Run 1, where the registers sit:
(6 px per µm)
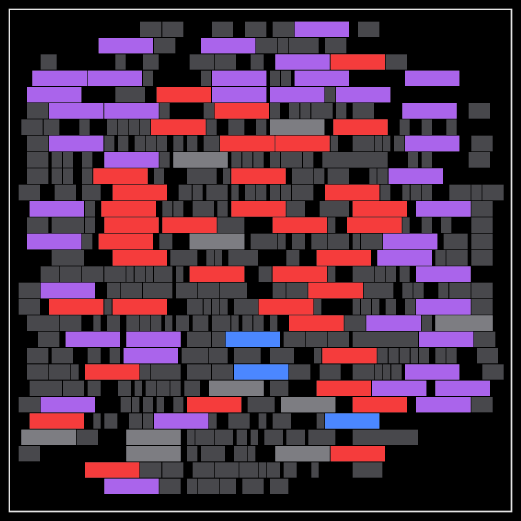
Run 1, cells coloured by class:
(3 px per µm)
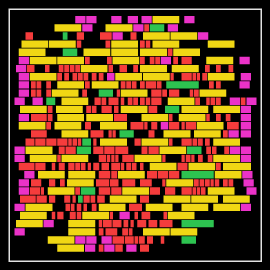
Run 1, routed metal, one colour a layer:
(4 px per µm) Two of the layers only.
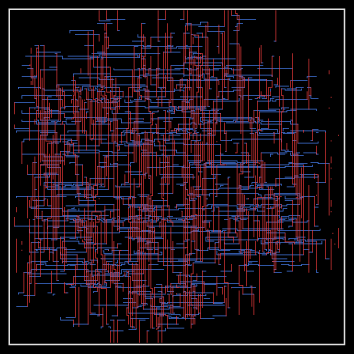
Run 1, met3 routing:
(4 px per µm)
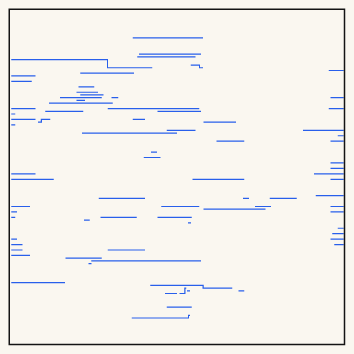
--- config.mk ---
export PLATFORM = sky130hd
export DESIGN_NAME = pce_pad_scanner_flat
export DESIGN_NICKNAME = d
export VERILOG_FILES = /design/src/rtl/pce_pad_scanner_if.sv /design/src/rtl/pce_pad_scanner.sv /design/src/flat_wrapper.sv
export SDC_FILE = /design/constraint.sdc
export NUM_CORES = 1
export LEC_CHECK = 0
export ABC_AREA = 0
export CAP_MARGIN = 20
export CORE_MARGIN = 1
export CORE_UTILIZATION = 58
export CTS_CLUSTER_DIAMETER = 80
export DETAILED_ROUTE_END_ITERATION = 6
export HOLD_SLACK_MARGIN = 0.08
export PLACE_DENSITY = 0.94
export SLEW_MARGIN = 20
export SYNTH_ARGS = -nofsm -noshare
export SYNTH_HDL_FRONTEND = slang
export SYNTH_SLANG_ARGS = --single-unit
--- constraint.sdc ---
create_clock -name clk -period 6.1 [get_ports clk]
set_input_delay 1.22 -clock clk [delete_from_list [all_inputs] [get_ports clk]]
set_output_delay 1.22 -clock clk [all_outputs]
set_load 0.05 [all_outputs]
--- src/rtl/pce_pad_scanner_if.sv ---
// Pad-port bundle between the scanner, the CPU-side request logic and the multitap.
// master = scanner side, slave = host/multitap side.
interface pce_pad_scanner_if #(
  parameter int NUM_PADS = 5
);
  logic                  start;
  logic                  auto;
  logic                  clr;
  logic                  sel;
  logic [3:0]            d_in;
  logic                  busy;
  logic                  done;
  logic [8*NUM_PADS-1:0] pad_data;
  logic                  pad_valid;

  modport master (
    input  start, auto, d_in,
    output clr, sel, busy, done, pad_data, pad_valid
  );

  modport slave (
    output start, auto, d_in,
    input  clr, sel, busy, done, pad_data, pad_valid
  );
endinterface

--- src/rtl/pce_pad_scanner.sv ---
// PC Engine pad port controller: drives multitap CLR/SEL, gathers two nibbles per pad
// into a shadow buffer and publishes the whole image atomically when a scan completes.
module pce_pad_scanner #(
  parameter int NUM_PADS      = 5,
  parameter int CLR_CYCLES    = 2,
  parameter int SETTLE_CYCLES = 4
) (
  input  logic               clk,
  input  logic               rst,
  pce_pad_scanner_if.master  bus
);
  localparam int MAXC = (CLR_CYCLES > SETTLE_CYCLES) ? CLR_CYCLES : SETTLE_CYCLES;
  localparam int CW   = (MAXC > 1) ? $clog2(MAXC) : 1;
  localparam int IW   = (NUM_PADS > 1) ? $clog2(NUM_PADS) : 1;
  localparam logic [CW-1:0] CLR_LAST = CW'(CLR_CYCLES - 1);
  localparam logic [CW-1:0] SET_LAST = CW'(SETTLE_CYCLES - 1);
  localparam logic [IW-1:0] IDX_LAST = IW'(NUM_PADS - 1);

  typedef enum logic [2:0] {IDLE, CLRP, LO, HI, FIN} state_t;

  state_t                   state;
  logic [CW-1:0]            cnt;
  logic [IW-1:0]            idx;
  logic [NUM_PADS-1:0][7:0] shadow;
  logic [NUM_PADS-1:0][7:0] shadow_nxt;
  logic                     sample_lo;
  logic                     sample_hi;

  assign sample_lo = (state == LO) && (cnt == SET_LAST);
  assign sample_hi = (state == HI) && (cnt == SET_LAST);

  // Buttons arrive active-low; store them inverted so 1 = pressed.
  always_comb begin
    shadow_nxt = shadow;
    for (int p = 0; p < NUM_PADS; p++) begin
      if (idx == IW'(p)) begin
        if (sample_lo) shadow_nxt[p][3:0] = ~bus.d_in;
        if (sample_hi) shadow_nxt[p][7:4] = ~bus.d_in;
      end
    end
  end

  always_ff @(posedge clk or posedge rst) begin
    if (rst) begin
      state         <= IDLE;
      cnt           <= '0;
      idx           <= '0;
      shadow        <= '0;
      bus.clr       <= 1'b0;
      bus.sel       <= 1'b1;
      bus.busy      <= 1'b0;
      bus.done      <= 1'b0;
      bus.pad_data  <= '0;
      bus.pad_valid <= 1'b0;
    end else begin
      shadow   <= shadow_nxt;
      bus.done <= 1'b0;
      case (state)
        IDLE: begin
          if (bus.start) begin
            state    <= CLRP;
            cnt      <= '0;
            bus.clr  <= 1'b1;
            bus.busy <= 1'b1;
          end
        end
        CLRP: begin
          if (cnt == CLR_LAST) begin
            state   <= LO;
            cnt     <= '0;
            idx     <= '0;
            bus.clr <= 1'b0;
          end else begin
            cnt <= cnt + 1'b1;
          end
        end
        LO: begin
          if (cnt == SET_LAST) begin
            state   <= HI;
            cnt     <= '0;
            bus.sel <= 1'b0;
          end else begin
            cnt <= cnt + 1'b1;
          end
        end
        HI: begin
          if (cnt == SET_LAST) begin
            cnt     <= '0;
            bus.sel <= 1'b1;  // rising SEL steps the multitap to the next pad
            if (idx == IDX_LAST) begin
              // Publish from shadow_nxt so the final nibble lands on the same edge.
              state         <= FIN;
              bus.busy      <= 1'b0;
              bus.done      <= 1'b1;
              bus.pad_data  <= shadow_nxt;
              bus.pad_valid <= 1'b1;
            end else begin
              state <= LO;
              idx   <= idx + 1'b1;
            end
          end else begin
            cnt <= cnt + 1'b1;
          end
        end
        FIN: begin
          if (bus.auto) begin
            state    <= CLRP;
            cnt      <= '0;
            bus.clr  <= 1'b1;
            bus.busy <= 1'b1;
          end else begin
            state <= IDLE;
          end
        end
        default: state <= IDLE;
      endcase
    end
  end
endmodule

--- src/flat_wrapper.sv ---
// flat-port wrapper written by rule: the top's interface ports become plain ports
module pce_pad_scanner_flat 
#(
  parameter int NUM_PADS      = 5,
  parameter int CLR_CYCLES    = 2,
  parameter int SETTLE_CYCLES = 4
)
  (clk, rst, bus_start, bus_auto, bus_d_in, bus_clr, bus_sel, bus_busy, bus_done, bus_pad_data, bus_pad_valid);
  pce_pad_scanner_if #(.NUM_PADS(NUM_PADS)) bus_i ();
  input  logic clk;
  input  logic rst;
  input wire logic [$bits(bus_i.start)-1:0] bus_start;
  input wire logic [$bits(bus_i.auto)-1:0] bus_auto;
  input wire logic [$bits(bus_i.d_in)-1:0] bus_d_in;
  output wire logic [$bits(bus_i.clr)-1:0] bus_clr;
  output wire logic [$bits(bus_i.sel)-1:0] bus_sel;
  output wire logic [$bits(bus_i.busy)-1:0] bus_busy;
  output wire logic [$bits(bus_i.done)-1:0] bus_done;
  output wire logic [$bits(bus_i.pad_data)-1:0] bus_pad_data;
  output wire logic [$bits(bus_i.pad_valid)-1:0] bus_pad_valid;
  assign bus_i.start = bus_start;
  assign bus_i.auto = bus_auto;
  assign bus_i.d_in = bus_d_in;
  assign bus_clr = bus_i.clr;
  assign bus_sel = bus_i.sel;
  assign bus_busy = bus_i.busy;
  assign bus_done = bus_i.done;
  assign bus_pad_data = bus_i.pad_data;
  assign bus_pad_valid = bus_i.pad_valid;
  pce_pad_scanner #(.NUM_PADS(NUM_PADS), .CLR_CYCLES(CLR_CYCLES), .SETTLE_CYCLES(SETTLE_CYCLES)) u_core (.clk(clk), .rst(rst), .bus(bus_i));
endmodule
==> results_dict.tcl, run 1 <==
# implementation run metrics
set metrics [dict create \
    min_period_ns 2.915 \
    synth-edff-count 0 \
    grt_first_pass_wirelength_um 13970 \
    synth_cells 346 \
    yosys-stat-cells 346 \
    cellLeakagePower_nw 2.143 \
    timing.critical_path.to "bus_sel" \
    lay_top_count "dfrtp_1" \
    run_status "complete, no violations" \
    clkSinkCount 89 \
    critPathMaxStageDelay_ns 0.79 \
    layout_cells_sized_above_1_pct 8.929 \
    power_switching_share_pct 42.06 \
    ctsHtreeMaxLevel 3 \
    antenna_found_initial 0 \
    tritoncts "done" \
    grt_pass1_vias 2864 \
    place_inst 453 \
    post_synth_fa_ha_maj_area_fraction_pct 2.601 \
    yosysWarnings 0 \
    clk_pin_slew_worst_paths_ns 0.09 \
    cp-start-kind "flop" \
    ys_sh_xor_pct 0.2276 \
    globalRouteMet2Util_pct 42.70 \
    layout-area-overhead-vs-synth_pct 19.60 \
    cp-end-kind "output port" \
    p_switching_w 0.001062 \
    startpoint_of_the_most_critical_setup_path "u_core.bus.sel$_DFFE_PP1P_" \
    worst-path-stages 1 \
    min-delay-path-class "flop to flop" \
    use_met1_pct 33.47 \
    ys_top_logic_family "AND-OR/OR-AND gates" \
    timing.critical_path.cells "clkdlybuf4s50_1" \
    worst_path_max_delay_cell "clkdlybuf4s50_1" \
    max-clock-path-buffers 2 \
    yosys-mux-area-fraction_pct 9.460 \
    netlist-cell-type-count 48 \
    buffers_excl_clock 54 \
    finalClockSkew_ns 0.009103 \
    cts_repair_resize_count 0 \
    fmaxAchievable_mhz 343.1 \
    cts_buffers 9 \
    postSynthRegisterBits 89 \
    ff2ff_path_depth 5 \
    holdBufCountCts 0 \
    globalplace.congestion 0.8059 \
    met1_length_um 3354 \
    post_drt_via_cell_ratio 5.953 \
    area_dominant_class "registers" \
    sequential_cell_area_um2 2228 \
    final_power_w 0.002524 \
    synth-simple-area-share_pct 8.322 \
    power.share.sequential_pct 38.2 \
    syn_avg_cell_area_um2 11.12 \
    die-area_um2 6966 \
    design.seq.count 89 \
    internal_cell_power_w 0.001462 \
    worst_slew_margin_rel_pct 39.40 \
]
About 'where the registers sit':
Key: red = u_core.shadow [sequential cells 36]; blue = u_core.state [sequential cells 3]; purple = u_core.bus.pad_data [sequential cells 40, where all over the die]
Another 10 sequential cells are not coloured.
final standard cell utilization of the core: 72.08%
fraction of area in registers: 48.41%

About 'cells coloured by class':
Key: magenta = other buffers and delay cells [cells 54, share of their area 12%]; yellow = flip-flops [cells 89, share of their area 49%]; red = all other logic [cells 233, share of their area 33%]; green = clock drivers and dummy loads [cells 16, share of their area 5.4%]
final instance area: 4603 µm²
standard-cell rows: 29
core outline area: 6386 µm²

About 'routed metal, one colour a layer':
Key: blue = met1 [wire length 3350 µm]; red = met2 [wire length 4270 µm]
wire length per cell after detailed routing: 17.72 µm
global routing usage summed across all routing layers: 26.05%
Routed WL: 8309 µm
number of vias after detailed routing: 2792

About 'met3 routing':
The longest straight run is 27.1 µm. The wires run mostly horizontal. The layer holds 6.6% of the routed length. The layer carries 545 µm of wire.
met3 usage: 6.231%

-- run 1: kinds of logic (layout without fill, tap and decap cells) --
logic type / after synthesis / in the layout
muxes: 34 / 34
DFF: 89 / 89
AOI/OAI and AO/OA: 108 / 108
and+or+nand+nor: 50 / 50
adders and majority gates: 8 / 8
xor gates and xnor gates: 1 / 1
buffers and inverters: 56 / 102
-- run 1: power by group through the flow --
stage                     Clock (W)  Combinational (W)  Sequential [W]
after floorplan                   0           0.000471         0.00123
after global placement            0            0.00102        0.000957
after detailed placement          0            0.00107        0.000973
after CTS                  0.000486            0.00107        0.000964
after global routing       0.000514            0.00115        0.000990
final                      0.000487            0.00107        0.000963
-- run 1: cells in the mapped netlist (2+ instances only) --
master	n	share of area [%]
dfrtp_1	88	57
a22o_1	2	0.46
nand2b_1	3	0.49
buf_4	3	0.59
nor3_1	5	0.65
a21oi_1	9	1.2
nor2b_1	2	0.33
nand4b_1	2	0.46
ha_1	8	2.6
a21o_1	4	0.78
nor3_2	2	0.52
or3_1	4	0.65
buf_2	6	0.78
a31oi_1	4	0.65
nand2_1	10	0.98
nor2_1	5	0.49
clkbuf_1	13	1.3
inv_1	31	3.0
o21ai_0	80	10
nand3b_1	2	0.39
mux2i_1	27	7.0
mux2_4	4	1.6
o21ai_1	2	0.26
or2_2	2	0.33
mux2_2	3	0.88
nand4bb_1	2	0.59
o22ai_1	2	0.33
-- run 1: registers in the layout, summed over array words and instances (netlist names) --
register              cells
u_core.bus.pad_data      40
u_core.shadow            36
u_core.idx                3
u_core.state              3
u_core.cnt                2
u_core.bus.busy           1
u_core.bus.clr            1
u_core.bus.done           1
u_core.bus.pad_valid      1
u_core.bus.sel            1
==> run 2, diff against run 1 <==
--- a/config.mk
+++ b/config.mk
@@ -8,11 +8,11 @@
 export ABC_AREA = 0
 export CAP_MARGIN = 20
 export CORE_MARGIN = 1
-export CORE_UTILIZATION = 58
+export CORE_UTILIZATION = 54
 export CTS_CLUSTER_DIAMETER = 80
 export DETAILED_ROUTE_END_ITERATION = 6
 export HOLD_SLACK_MARGIN = 0.08
-export PLACE_DENSITY = 0.94
+export PLACE_DENSITY = 0.89
 export SLEW_MARGIN = 20
 export SYNTH_ARGS = -nofsm -noshare
 export SYNTH_HDL_FRONTEND = slang
==> constraint.sdc (replaced) <==
create_clock -name clk -period 2.7 [get_ports clk]
set_input_delay 0.54 -clock clk [delete_from_list [all_inputs] [get_ports clk]]
set_output_delay 0.54 -clock clk [all_outputs]
set_load 0.05 [all_outputs]
Run 2, cell placement:
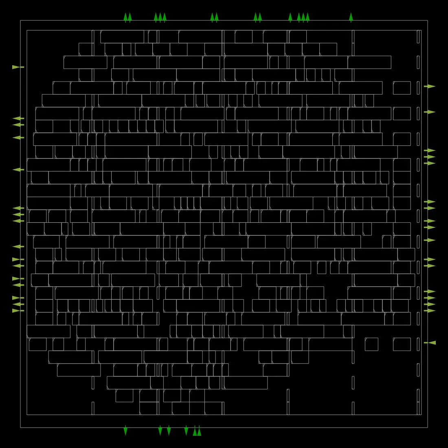
non-filler instance count after layout: 494
standard-cell rows: 30
core outline area: 6832 µm²

==> run 2 against run 1 <==
Net effect: die area rose by 7.2%; flip-flop count did not move; hold slack got worse by 0.0071 ns; cell count rose by 5.3%; combinational power rose by 140%; critical path depth did not move; cell area rose by 1.3%; utilization fell by 3.8 points; total power rose by 120%; area after synthesis did not move; highest routed layer unchanged.
==> results_dict.tcl, run 2 <==
# implementation run metrics
set metrics [dict create \
    cts_buffers 9 \
    cp-start-kind "flop" \
    lay_top_count "dfrtp_1" \
    worst_path_max_delay_cell "clkdlybuf4s50_1" \
    critPathMaxStageDelay_ns 0.80 \
    max-clock-path-buffers 2 \
    yosysWarnings 0 \
    clk_pin_slew_worst_paths_ns 0.09 \
    yosysTopAreaCellShare_pct 57.22 \
    postSynthRegisterBits 89 \
    antenna_found_initial 0 \
    yosys-stat-cells 346 \
    most_common_cell "dfrtp_1" \
    largest_reg_flops 40 \
    syn_avg_cell_area_um2 11.12 \
    cp-end-kind "output port" \
    fmaxAchievable_mhz 446.1 \
    clkSinkCount 89 \
    max_flop_register "u_core.bus.pad_data" \
    ctsHtreeMaxLevel 3 \
    globalRouteMet2Util_pct 38.10 \
    startpoint_of_the_most_critical_setup_path "u_core.bus.sel$_DFFE_PP1P_" \
    grt.met3_usage_pct 5.048 \
    holdBufCountCts 0 \
    synth_cells 346 \
    layout-area-overhead-vs-synth_pct 21.16 \
    run_status "complete, no violations" \
    worst_slew_margin_rel_pct 56.28 \
    layout_cells_sized_above_1_pct 10.05 \
    synthDominantAreaCellType "dfrtp_1" \
    die-area_um2 7468 \
    grt_pass1_vias 2709 \
    use_met1_pct 32.09 \
    grt_first_pass_wirelength_um 13350 \
    finalClockSkew_ns 0.01073 \
    netlist-cell-type-count 48 \
    synth.area.top_cells "dfrtp_1 57%, o21ai_0 10%, mux2i_1 7.0%" \
    largest_registers "u_core.bus.pad_data x40, u_core.shadow x36" \
    post-route-cell-area_um2 4663 \
    synth-edff-count 0 \
    timing.critical_path.cells "clkdlybuf4s50_1" \
    met1_length_um 3474 \
    place_inst 478 \
    cellLeakagePower_nw 2.154 \
    min-delay-path-class "flop to flop" \
]
Run 2, routed metal, one colour a layer:
(4 px per µm) Two of the layers only.
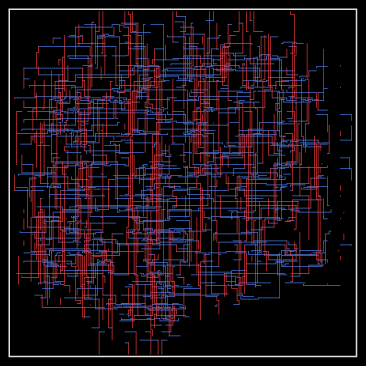
Key: red = met2 [wire length 4020 µm]; blue = met1 [wire length 3470 µm]
global routing usage summed across all routing layers: 23.77%
number of vias after detailed routing: 2806
wire length per cell after detailed routing: 16.30 µm
Routed WL: 8053 µm

[run 2: cell counts after synthesis]
No cell type changed its count.
[run 2: area by class of cell]
| type | count | area (µm²) | share of cell area, % |
|---|---|---|---|
| clock buffer | 10 | 127.6 | 2.737 |
| timing repair buffer | 60 | 593.1 | 12.72 |
| inverter | 32 | 128.9 | 2.764 |
| clock inverter | 6 | 90.09 | 1.932 |
| tap | 96 | 120.1 | 2.576 |
| sequential | 89 | 2228 | 47.79 |
| multi-input combinational | 201 | 1375 | 29.49 |
[run 2: worst max-delay path by stage]
stage	endpoint	depth (start not counted)	slack [ns]
floorplan	u_core.bus.pad_data[32]$_DFFE_PP0P_	8	1.00
global placement	u_core.bus.pad_data[34]$_DFFE_PP0P_	5	0.75
detailed placement	u_core.bus.pad_data[33]$_DFFE_PP0P_	5	0.64
CTS	bus_sel	1	0.44
global route	bus_sel	1	0.42
finish	bus_sel	1	0.46
[run 2: power breakdown]
part / switching [W] / internal (W) / total (W)
clock network: 0.000476 / 0.000527 / 0.00100
logic: 0.00165 / 0.000867 / 0.00252
registers: 0.000236 / 0.00185 / 0.00209
total: 0.00237 / 0.00325 / 0.00562
[run 2: per-stage QoR]
stage | utilization, % | setup slack, ns
final | 68.26 | 0.4581
after global routing | 68.26 | 0.4231
after floorplan | - | 1.004
after global placement | 65.07 | 0.7453
after CTS | 68.26 | 0.4429
after detailed placement | 65.07 | 0.6426
[run 2: kinds of logic (layout without fill, tap and decap cells)]
family	Yosys count	count (layout)	share of synthesized area (%)
AND-OR/OR-AND	108	108	15.12
XOR/XNOR	1	1	0.2276
adder cells (fa/ha/maj)	8	8	2.601
buffers and inverters	56	108	6.372
flip-flops	89	89	57.90
multiplexers	34	34	9.460
AND/OR/NAND/NOR	50	50	8.323
No activity file was given, so power comes from the tool's default toggle rates.
